### Met4 routing

Scale bar: 100 um. Cells faint in the background.
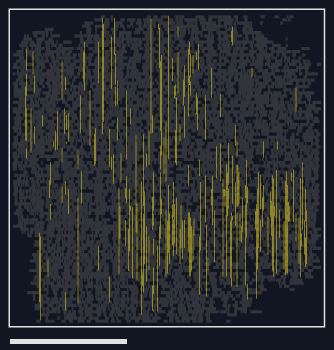
### Met1 routing

Cells faint in the background.
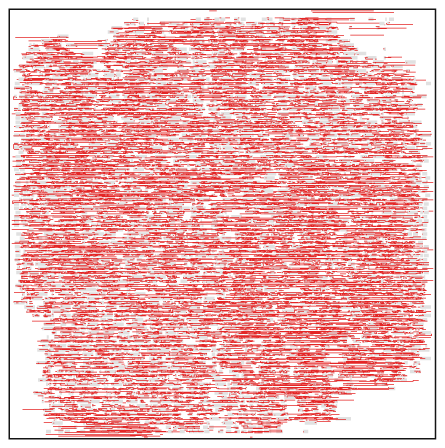
### Met2 routing

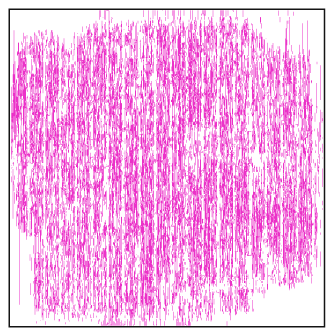
===== config.mk =====
export PLATFORM = sky130hd
export DESIGN_NAME = can_tx_prio_queue_flat
export DESIGN_NICKNAME = d
export VERILOG_FILES = /design/src/rtl/can_tx_prio_if.sv /design/src/rtl/can_tx_prio_queue.sv /design/src/flat_wrapper.sv
export SDC_FILE = /design/constraint.sdc
export NUM_CORES = 2
export LEC_CHECK = 0
export CAP_MARGIN = 20
export CORE_AREA = 2 2 267 269
export CTS_BUF_LIST = sky130_fd_sc_hd__clkbuf_2
export DETAILED_ROUTE_END_ITERATION = 12
export DIE_AREA = 0 0 269 271
export PLACE_DENSITY = 0.79
export SLEW_MARGIN = 20
export SYNTH_ARGS = -nofsm -noshare
export SYNTH_HDL_FRONTEND = slang
export SYNTH_SLANG_ARGS = --single-unit

===== constraint.sdc =====
create_clock -name clk -period 24.8 [get_ports clk]
set_input_delay 4.96 -clock clk [delete_from_list [all_inputs] [get_ports clk]]
set_output_delay 4.96 -clock clk [all_outputs]
set_load 0.1 [all_outputs]

===== src/rtl/can_tx_prio_if.sv =====
// Bus bundle between the CAN TX priority queue and its environment:
// host write channel plus the offer/ack/done/lost transmitter handshake.
interface can_tx_prio_if #(
    parameter int unsigned ID_W  = 11,
    parameter int unsigned CNT_W = 4
);
    // host write channel
    logic             wr_valid;
    logic             wr_ready;
    logic [ID_W-1:0]  req_id;
    logic [3:0]       req_dlc;
    logic [7:0]       req_data [0:7];

    // transmitter handshake
    logic             start_tx;
    logic [ID_W-1:0]  tx_id;
    logic [3:0]       tx_dlc;
    logic [7:0]       tx_data [0:7];
    logic             tx_ack;
    logic             tx_done;
    logic             tx_lost;

    // status
    logic             done;
    logic             drop;
    logic [CNT_W-1:0] count;
    logic             full;
    logic             empty;

    // environment side: host and CAN bit engine
    modport master (
        output wr_valid, req_id, req_dlc, req_data, tx_ack, tx_done, tx_lost,
        input  wr_ready, start_tx, tx_id, tx_dlc, tx_data, done, drop, count, full, empty
    );

    // queue side
    modport slave (
        input  wr_valid, req_id, req_dlc, req_data, tx_ack, tx_done, tx_lost,
        output wr_ready, start_tx, tx_id, tx_dlc, tx_data, done, drop, count, full, empty
    );
endinterface


===== src/rtl/can_tx_prio_queue.sv =====
// CAN transmit priority queue: up to N frames kept sorted by ascending ID
// (FIFO among equal IDs), head offered to the TX engine, frames losing
// arbitration re-queued ahead of equal IDs.
// Optional feature macro: CAN_TX_RETRY_LIMIT_EN -- drop a frame after
// MAX_RETRY arbitration losses (retry counter per entry).
module can_tx_prio_queue #(
    parameter int unsigned N         = 8,
    parameter int unsigned ID_W      = 11,
    parameter int          MAX_RETRY = 3,
    parameter int unsigned CNT_W     = $clog2(N + 1)
) (
    input  logic            clk,
    input  logic            rst,
    can_tx_prio_if.slave    bus
);

    localparam int unsigned DW = 64;
`ifdef CAN_TX_RETRY_LIMIT_EN
    localparam int unsigned RTY_W = (MAX_RETRY < 2) ? 1 : $clog2(MAX_RETRY + 1);
`endif

    // elaboration-time parameter sanity
    if (N < 2) begin : g_chk_n
        $error("can_tx_prio_queue: N must be at least 2");
    end
    if (MAX_RETRY < 0) begin : g_chk_retry
        $error("can_tx_prio_queue: MAX_RETRY must be non-negative");
    end

    typedef enum logic [1:0] {IDLE, OFFER, BUSY} state_t;

    state_t            state_q, state_d;
    logic [CNT_W-1:0]  cnt_q, cnt_d;

    logic [ID_W-1:0]   q_id   [N];
    logic [3:0]        q_dlc  [N];
    logic [DW-1:0]     q_data [N];
    logic [ID_W-1:0]   qd_id   [N];
    logic [3:0]        qd_dlc  [N];
    logic [DW-1:0]     qd_data [N];
    logic [ID_W-1:0]   s_id   [N];
    logic [3:0]        s_dlc  [N];
    logic [DW-1:0]     s_data [N];

    logic [ID_W-1:0]   cur_id;
    logic [3:0]        cur_dlc;
    logic [DW-1:0]     cur_data;

`ifdef CAN_TX_RETRY_LIMIT_EN
    logic [RTY_W-1:0]  q_retry  [N];
    logic [RTY_W-1:0]  qd_retry [N];
    logic [RTY_W-1:0]  s_retry  [N];
    logic [RTY_W-1:0]  cur_retry;
    logic              drop_q;
`endif

    logic              done_q;
    logic [DW-1:0]     wr_data;
    logic [DW-1:0]     tx_word;

    logic              in_busy, wr_ready_c, acc_wr;
    logic              ack_ev, done_ev, lost_ev, drop_ev, reins_ev, ins_valid;
    logic [CNT_W-1:0]  qlen, len_s, qn_next, pos;

    // request payload packed as byte lanes, byte 0 in the low bits
    always_comb begin
        wr_data = '0;
        for (int j = 0; j < 8; j++) begin
            wr_data[8*j +: 8] = bus.req_data[j];
        end
    end

    // handshake events qualified by state; tx_done wins over tx_lost
    assign in_busy    = (state_q == BUSY);
    assign wr_ready_c = (cnt_q < CNT_W'(N)) && !(in_busy && bus.tx_lost);
    assign acc_wr     = bus.wr_valid && wr_ready_c;
    assign ack_ev     = (state_q == OFFER) && bus.tx_ack;
    assign done_ev    = in_busy && bus.tx_done;
    assign lost_ev    = in_busy && bus.tx_lost && !bus.tx_done;
`ifdef CAN_TX_RETRY_LIMIT_EN
    assign drop_ev    = lost_ev && (cur_retry == RTY_W'(MAX_RETRY));
`else
    assign drop_ev    = 1'b0;
`endif
    assign reins_ev   = lost_ev && !drop_ev;
    assign ins_valid  = acc_wr || reins_ev;

    // queued entries exclude the in-flight frame held in cur
    assign qlen    = cnt_q - CNT_W'(in_busy);
    assign len_s   = qlen - CNT_W'(ack_ev);
    assign qn_next = len_s + CNT_W'(ins_valid);
    assign cnt_d   = cnt_q + CNT_W'(acc_wr) - CNT_W'(done_ev) - CNT_W'(drop_ev);

    // next queue contents: optional head pop, then one sorted insertion
    always_comb begin
        s_id   = q_id;
        s_dlc  = q_dlc;
        s_data = q_data;
`ifdef CAN_TX_RETRY_LIMIT_EN
        s_retry = q_retry;
`endif
        if (ack_ev) begin
            for (int i = 0; i < N - 1; i++) begin
                s_id[i]   = q_id[i+1];
                s_dlc[i]  = q_dlc[i+1];
                s_data[i] = q_data[i+1];
`ifdef CAN_TX_RETRY_LIMIT_EN
                s_retry[i] = q_retry[i+1];
`endif
            end
        end

        // re-queued frames go ahead of equal IDs, new writes behind them
        pos = '0;
        for (int i = 0; i < N; i++) begin
            if (CNT_W'(i) < len_s) begin
                if (reins_ev ? (s_id[i] < cur_id) : (s_id[i] <= bus.req_id)) begin
                    pos = pos + CNT_W'(1);
                end
            end
        end

        for (int i = 0; i < N; i++) begin
            if (!ins_valid || (CNT_W'(i) < pos)) begin
                qd_id[i]   = s_id[i];
                qd_dlc[i]  = s_dlc[i];
                qd_data[i] = s_data[i];
`ifdef CAN_TX_RETRY_LIMIT_EN
                qd_retry[i] = s_retry[i];
`endif
            end else if (CNT_W'(i) == pos) begin
                qd_id[i]   = reins_ev ? cur_id   : bus.req_id;
                qd_dlc[i]  = reins_ev ? cur_dlc  : bus.req_dlc;
                qd_data[i] = reins_ev ? cur_data : wr_data;
`ifdef CAN_TX_RETRY_LIMIT_EN
                qd_retry[i] = reins_ev ? (cur_retry + RTY_W'(1)) : '0;
`endif
            end else begin
                qd_id[i]   = s_id[(i > 0) ? i - 1 : 0];
                qd_dlc[i]  = s_dlc[(i > 0) ? i - 1 : 0];
                qd_data[i] = s_data[(i > 0) ? i - 1 : 0];
`ifdef CAN_TX_RETRY_LIMIT_EN
                qd_retry[i] = s_retry[(i > 0) ? i - 1 : 0];
`endif
            end
        end
    end

    // FSM state register
    always_ff @(posedge clk) begin
        if (rst) begin
            state_q <= IDLE;
        end else begin
            state_q <= state_d;
        end
    end

    // FSM next state and offered-frame outputs
    always_comb begin
        state_d      = state_q;
        bus.start_tx = 1'b0;
        bus.tx_id    = '0;
        bus.tx_dlc   = '0;
        tx_word      = '0;
        case (state_q)
            IDLE: begin
                if (qn_next != '0) state_d = OFFER;
            end
            OFFER: begin
                bus.start_tx = 1'b1;
                bus.tx_id    = q_id[0];
                bus.tx_dlc   = q_dlc[0];
                tx_word      = q_data[0];
                if (ack_ev) state_d = BUSY;
            end
            BUSY: begin
                bus.tx_id  = cur_id;
                bus.tx_dlc = cur_dlc;
                tx_word    = cur_data;
                if (done_ev || lost_ev) state_d = (qn_next != '0) ? OFFER : IDLE;
            end
            default: state_d = IDLE;
        endcase
    end

    // offered frame payload back to byte lanes
    always_comb begin
        for (int j = 0; j < 8; j++) begin
            bus.tx_data[j] = tx_word[8*j +: 8];
        end
    end

    // queue storage, in-flight frame, occupancy and status pulses
    always_ff @(posedge clk) begin
        if (rst) begin
            cnt_q    <= '0;
            cur_id   <= '0;
            cur_dlc  <= '0;
            cur_data <= '0;
            done_q   <= 1'b0;
            for (int i = 0; i < N; i++) begin
                q_id[i]   <= '0;
                q_dlc[i]  <= '0;
                q_data[i] <= '0;
`ifdef CAN_TX_RETRY_LIMIT_EN
                q_retry[i] <= '0;
`endif
            end
`ifdef CAN_TX_RETRY_LIMIT_EN
            cur_retry <= '0;
            drop_q    <= 1'b0;
`endif
        end else begin
            cnt_q  <= cnt_d;
            q_id   <= qd_id;
            q_dlc  <= qd_dlc;
            q_data <= qd_data;
            done_q <= done_ev;
            if (ack_ev) begin
                cur_id   <= q_id[0];
                cur_dlc  <= q_dlc[0];
                cur_data <= q_data[0];
`ifdef CAN_TX_RETRY_LIMIT_EN
                cur_retry <= q_retry[0];
`endif
            end
`ifdef CAN_TX_RETRY_LIMIT_EN
            q_retry <= qd_retry;
            drop_q  <= drop_ev;
`endif
        end
    end

    // status outputs
    assign bus.wr_ready = wr_ready_c;
    assign bus.count    = cnt_q;
    assign bus.full     = (cnt_q == CNT_W'(N));
    assign bus.empty    = (cnt_q == '0);
    assign bus.done     = done_q;
`ifdef CAN_TX_RETRY_LIMIT_EN
    assign bus.drop     = drop_q;
`else
    assign bus.drop     = 1'b0;
`endif

endmodule

===== src/flat_wrapper.sv =====
// flat-port wrapper written by rule: the top's interface ports become plain ports
module can_tx_prio_queue_flat 
#(
    parameter int unsigned N         = 8,
    parameter int unsigned ID_W      = 11,
    parameter int          MAX_RETRY = 3,
    parameter int unsigned CNT_W     = $clog2(N + 1)
)
  (clk, rst, bus_wr_valid, bus_req_id, bus_req_dlc, bus_req_data, bus_tx_ack, bus_tx_done, bus_tx_lost, bus_wr_ready, bus_start_tx, bus_tx_id, bus_tx_dlc, bus_tx_data, bus_done, bus_drop, bus_count, bus_full, bus_empty);
  can_tx_prio_if #(.ID_W(ID_W), .CNT_W(CNT_W)) bus_i ();
  input  logic clk;
  input  logic rst;
  input wire logic [$bits(bus_i.wr_valid)-1:0] bus_wr_valid;
  input wire logic [$bits(bus_i.req_id)-1:0] bus_req_id;
  input wire logic [$bits(bus_i.req_dlc)-1:0] bus_req_dlc;
  input wire logic [$bits(bus_i.req_data)-1:0] bus_req_data;
  input wire logic [$bits(bus_i.tx_ack)-1:0] bus_tx_ack;
  input wire logic [$bits(bus_i.tx_done)-1:0] bus_tx_done;
  input wire logic [$bits(bus_i.tx_lost)-1:0] bus_tx_lost;
  output wire logic [$bits(bus_i.wr_ready)-1:0] bus_wr_ready;
  output wire logic [$bits(bus_i.start_tx)-1:0] bus_start_tx;
  output wire logic [$bits(bus_i.tx_id)-1:0] bus_tx_id;
  output wire logic [$bits(bus_i.tx_dlc)-1:0] bus_tx_dlc;
  output wire logic [$bits(bus_i.tx_data)-1:0] bus_tx_data;
  output wire logic [$bits(bus_i.done)-1:0] bus_done;
  output wire logic [$bits(bus_i.drop)-1:0] bus_drop;
  output wire logic [$bits(bus_i.count)-1:0] bus_count;
  output wire logic [$bits(bus_i.full)-1:0] bus_full;
  output wire logic [$bits(bus_i.empty)-1:0] bus_empty;
  assign bus_i.wr_valid = bus_wr_valid;
  assign bus_i.req_id = bus_req_id;
  assign bus_i.req_dlc = bus_req_dlc;
  assign bus_i.req_data = {>>{bus_req_data}};
  assign bus_i.tx_ack = bus_tx_ack;
  assign bus_i.tx_done = bus_tx_done;
  assign bus_i.tx_lost = bus_tx_lost;
  assign bus_wr_ready = bus_i.wr_ready;
  assign bus_start_tx = bus_i.start_tx;
  assign bus_tx_id = bus_i.tx_id;
  assign bus_tx_dlc = bus_i.tx_dlc;
  assign bus_tx_data = {>>{bus_i.tx_data}};
  assign bus_done = bus_i.done;
  assign bus_drop = bus_i.drop;
  assign bus_count = bus_i.count;
  assign bus_full = bus_i.full;
  assign bus_empty = bus_i.empty;
  can_tx_prio_queue #(.N(N), .ID_W(ID_W), .MAX_RETRY(MAX_RETRY), .CNT_W(CNT_W)) u_core (.clk(clk), .rst(rst), .bus(bus_i));
endmodule

==> run summary <==
Flow results are below.

- The post-synthesis share of cell area spent on full adders, half adders and majority gates is 5.57%, for reference.
- Among all stages on the critical path, the maximum delay recorded is 0.96 ns.
- Across the placement rows, the number of tap cells is 940.
- The count of nets left with antenna violations once routing finished came out at 0.
- The cell-mix breakdown from Yosys lists the simple-gate area share as 15.9%.
- TritonCTS created 187 clock buffers.
- The post-CTS setup buffer count is 0, for reference.
- The layout summary lists the proportion of cells stronger than drive strength 1 as 14.0%.
- The endpoint of the worst setup timing path is u_core.q_id[16], for reference.
- The worst pin sits at a relative slew slack of 14.6%.
- The worst hold path startpoint is u_core.q_id[86], for reference.
- In the layout the tool counted multi-input logic cells amounting to 3933.
- For this design, the slowest cell found on the critical path is sky130_fd_sc_hd__a21boi_4.
- The classification of the worst-slack hold path is register to register, for reference.
- Leaving out filler cells and counting taps, the final layout contains 6218.
- The region available for standard cell placement spans 0.0698 mm^2.
- The biggest area consumer among synthesized cells is sky130_fd_sc_hd__dfxtp_1, for reference.
- The routed length per instance is 22.2 um, for reference.
- Max-cap violations in this run came to 0.
- The number of clock-tree buffers in the layout is 275, for reference.
- In the synthesis report, Yosys lists the chip area as 0.0436 mm^2.
- The time the worst path needs with I/O delays and setup is 16.55 ns, for reference.
- The number of global-route vias before repair is 39500.
- The count of yosys warnings during synthesis is 0, for reference.
- The weighted congestion at the end of routability-driven global placement is 1.03, for reference.
- The critical path in this run is classified as input port to register.
- Looking at the clock tree report, the H-tree level count equals 4.
- The and-or/or-and share of the synthesized area is 23.4%, for reference.
- The count of routing violations after the opening detailed-route iteration is 4606, for reference.
- Each instance of the synthesized netlist takes up on average 8.38 um^2.
- The tool warning count is 47, for reference.
- The number of top-level pins is 174, for reference.
- In the final layout, non-clock buffers account for 4.64% of the cell area.
- The portion of the post-synthesis area used by sequential elements is 33.0%, for reference.
- The reg-to-reg setup timing slack is 11.70 ns, for reference.
- The critical register-to-register path endpoint is u_core.q_id[16], for reference.
- The run finished with clean final reports.
- Entering global routing, the biggest net connects 198 pins.
- The required arrival time at the worst endpoint is 26.02 ns, for reference.
- The signal arrival time at the worst endpoint is 17.77 ns, for reference.
- For this run the aggregate overflow at the end of global routing stands at 0.
- The length in cells of the worst reg-to-reg path is 45, for reference.
- Counting flops per register, the top entry is u_core.q_data.
- The quantity of hold-fixing buffers added after cts is 0, for reference.
- Per the Yosys statistics, synthesis produced 5206 cells.
- The async set or reset register ratio after synthesis is 0%, for reference.
- The number of ordinary and repair buffers in the finished layout is 225, for reference.
- The layer carrying the most global-route usage is met2, for reference.
- The number of antenna violations at the first check in global routing came to 3.
- The worst-skew pair later-pin latency is 1.49 ns, for reference.
- The launching instance or port of the critical path is bus_tx_ack, for reference.
- STA classifies the critical path endpoint as a register.
- The met1 usage is 46.6%, for reference.
- The total vias in the final route is 41000, for reference.
- The total number of cells along the worst setup path is 45, for reference.
- Hold is met by 0.433 ns.
- The number of cells in the design after placement is 5909, for reference.
- The final number of setup-violating endpoints is 0, for reference.
- Setup slack closes at 8.25 ns.
- The beginning of the worst register-to-register path is u_core.state_q[1], for reference.
- The highest-count logic cell in the final layout is sky130_fd_sc_hd__nand2_1, for reference.
- Summed over all nets, wire length on met2 after detailed routing comes to 62300 um.
- The registers reported with the highest flop counts are u_core.q_data (512), u_core.q_id (88), u_core.cur_data (64).
- The sink count of the clock tree is 718, for reference.
- The most numerous cell on the critical path is sky130_fd_sc_hd__ha_1, for reference.
- The number of stages on the worst hold path is 2, for reference.
- The synthesis report names the predominant flop master as sky130_fd_sc_hd__dfxtp_1.
- The total die area is 0.0729 mm^2, for reference.
- The first-pass GRT wire length is 215000 um, for reference.
- The area of all sequential standard cells is 0.0144 mm^2, for reference.
- The average vias per placed instance is 6.59, for reference.
- The layout has 93 inverters outside the clock class.
- Before antenna repair, the detailed router went through 8 iterations.
- Once placement finished, the instance area stood at 0.0452 mm^2.
- In this run the tool buffered the top-level ports with 172 buffer cells.
- The largest fanout on the critical path is 138, for reference.
- The number of inserted filler cells in the final layout is 5811, for reference.
- The register with the most flip-flops in the layout has 512 of them.
- Per the post-synthesis report, the nets total 5483.
- The flip-flop and latch count is 718, for reference.
- Setup repair after global routing left no endpoint under its margin.
- The final period utilization is 66.7%, for reference.
- For this block, wires on met1 add up to 55600 um.
- The detailed route wirelength on metal3 is 12900 um, for reference.
- The flow reports an fmax of 60.4 MHz.
- The area of the mapped netlist is 0.0436 mm^2, for reference.
- Looking at the clock tree report, the maximum root-to-sink buffer count equals 3.
- Measured on the finished design, the core utilization comes to 67.1%.
- The type of origin of the critical path is an input port, for reference.
- The uppermost layer routed is met5, for reference.
- The final timing report lists a max-slew violation count of 0.
- met2 track demand over resource after global routing is 58.2%.
- The clock transition at the registers of the reported paths is 0.11 ns, for reference.
- The relative area change from synthesis to final layout is 7.38%, for reference.
- The area fraction in xor and xnor cells is 0.654%, for reference.
- The count of antenna diodes in the layout is 6, for reference.
- Yosys shows that the main logic family after synthesis is AND-OR/OR-AND gates.
- The total number of nets in the final design is 5435, for reference.
- The placement row count is 97, for reference.
- The number of enable flip-flop cells is 0, for reference.
- The clock network area share is 3.40%, for reference.
- In this run, synthesis produced a sequential element count of 718.
- Looking at the hold checks, the worst path lands on u_core.cur_id[9].
- Once the clock tree was built, the resizer swapped 0 gates to a different size.
- Endpoints failing hold in the final report were tallied at 0.
- For this block, the routed nets add up to 138000 um of wire.
- The pin closest to its max-slew limit shows a slew of 1.27 ns.
- In the layout the commonest cells are 1034 x sky130_fd_sc_hd__nand2_1, 718 x sky130_fd_sc_hd__dfxtp_1, 454 x sky130_fd_sc_hd__mux2i_1, 312 x sky130_fd_sc_hd__o22ai_1, 275 x sky130_fd_sc_hd__clkbuf_2.
- Global routing consumed, on the met3 layer, 7.47% of the routing resources.
- The timing report attributes the biggest portion of critical-path delay to simple AND/OR/NAND/NOR gates.
- Summing all multiplexer cells gives an area fraction of 16.2%.
- The largest cell class by area is multi-input combinational cells.
- The half-perimeter wire length after detailed placement is 80700 um, for reference.
- Logged for this run, the post-placement worst setup slack is 6.93 ns.
- The tree is rooted in a sky130_fd_sc_hd__clkbuf_2.
- The die height is 271 um, for reference.
- The final instance area is 0.0468 mm^2, for reference.
-- 'Met4 routing' (at the start) --
longest straight run: 122 um
share of all routed wire: 5.3%

-- 'Met1 routing' (at the start) --
main direction: horizontal
nets with wire on the layer: 5136
wire length on this layer: 55.6 mm
longest straight run: 87.4 um
share of all routed wire: 40%

-- 'Met2 routing' (at the start) --
longest straight run: 94.3 um
nets with wire on the layer: 4542
main direction: vertical
share of all routed wire: 45%

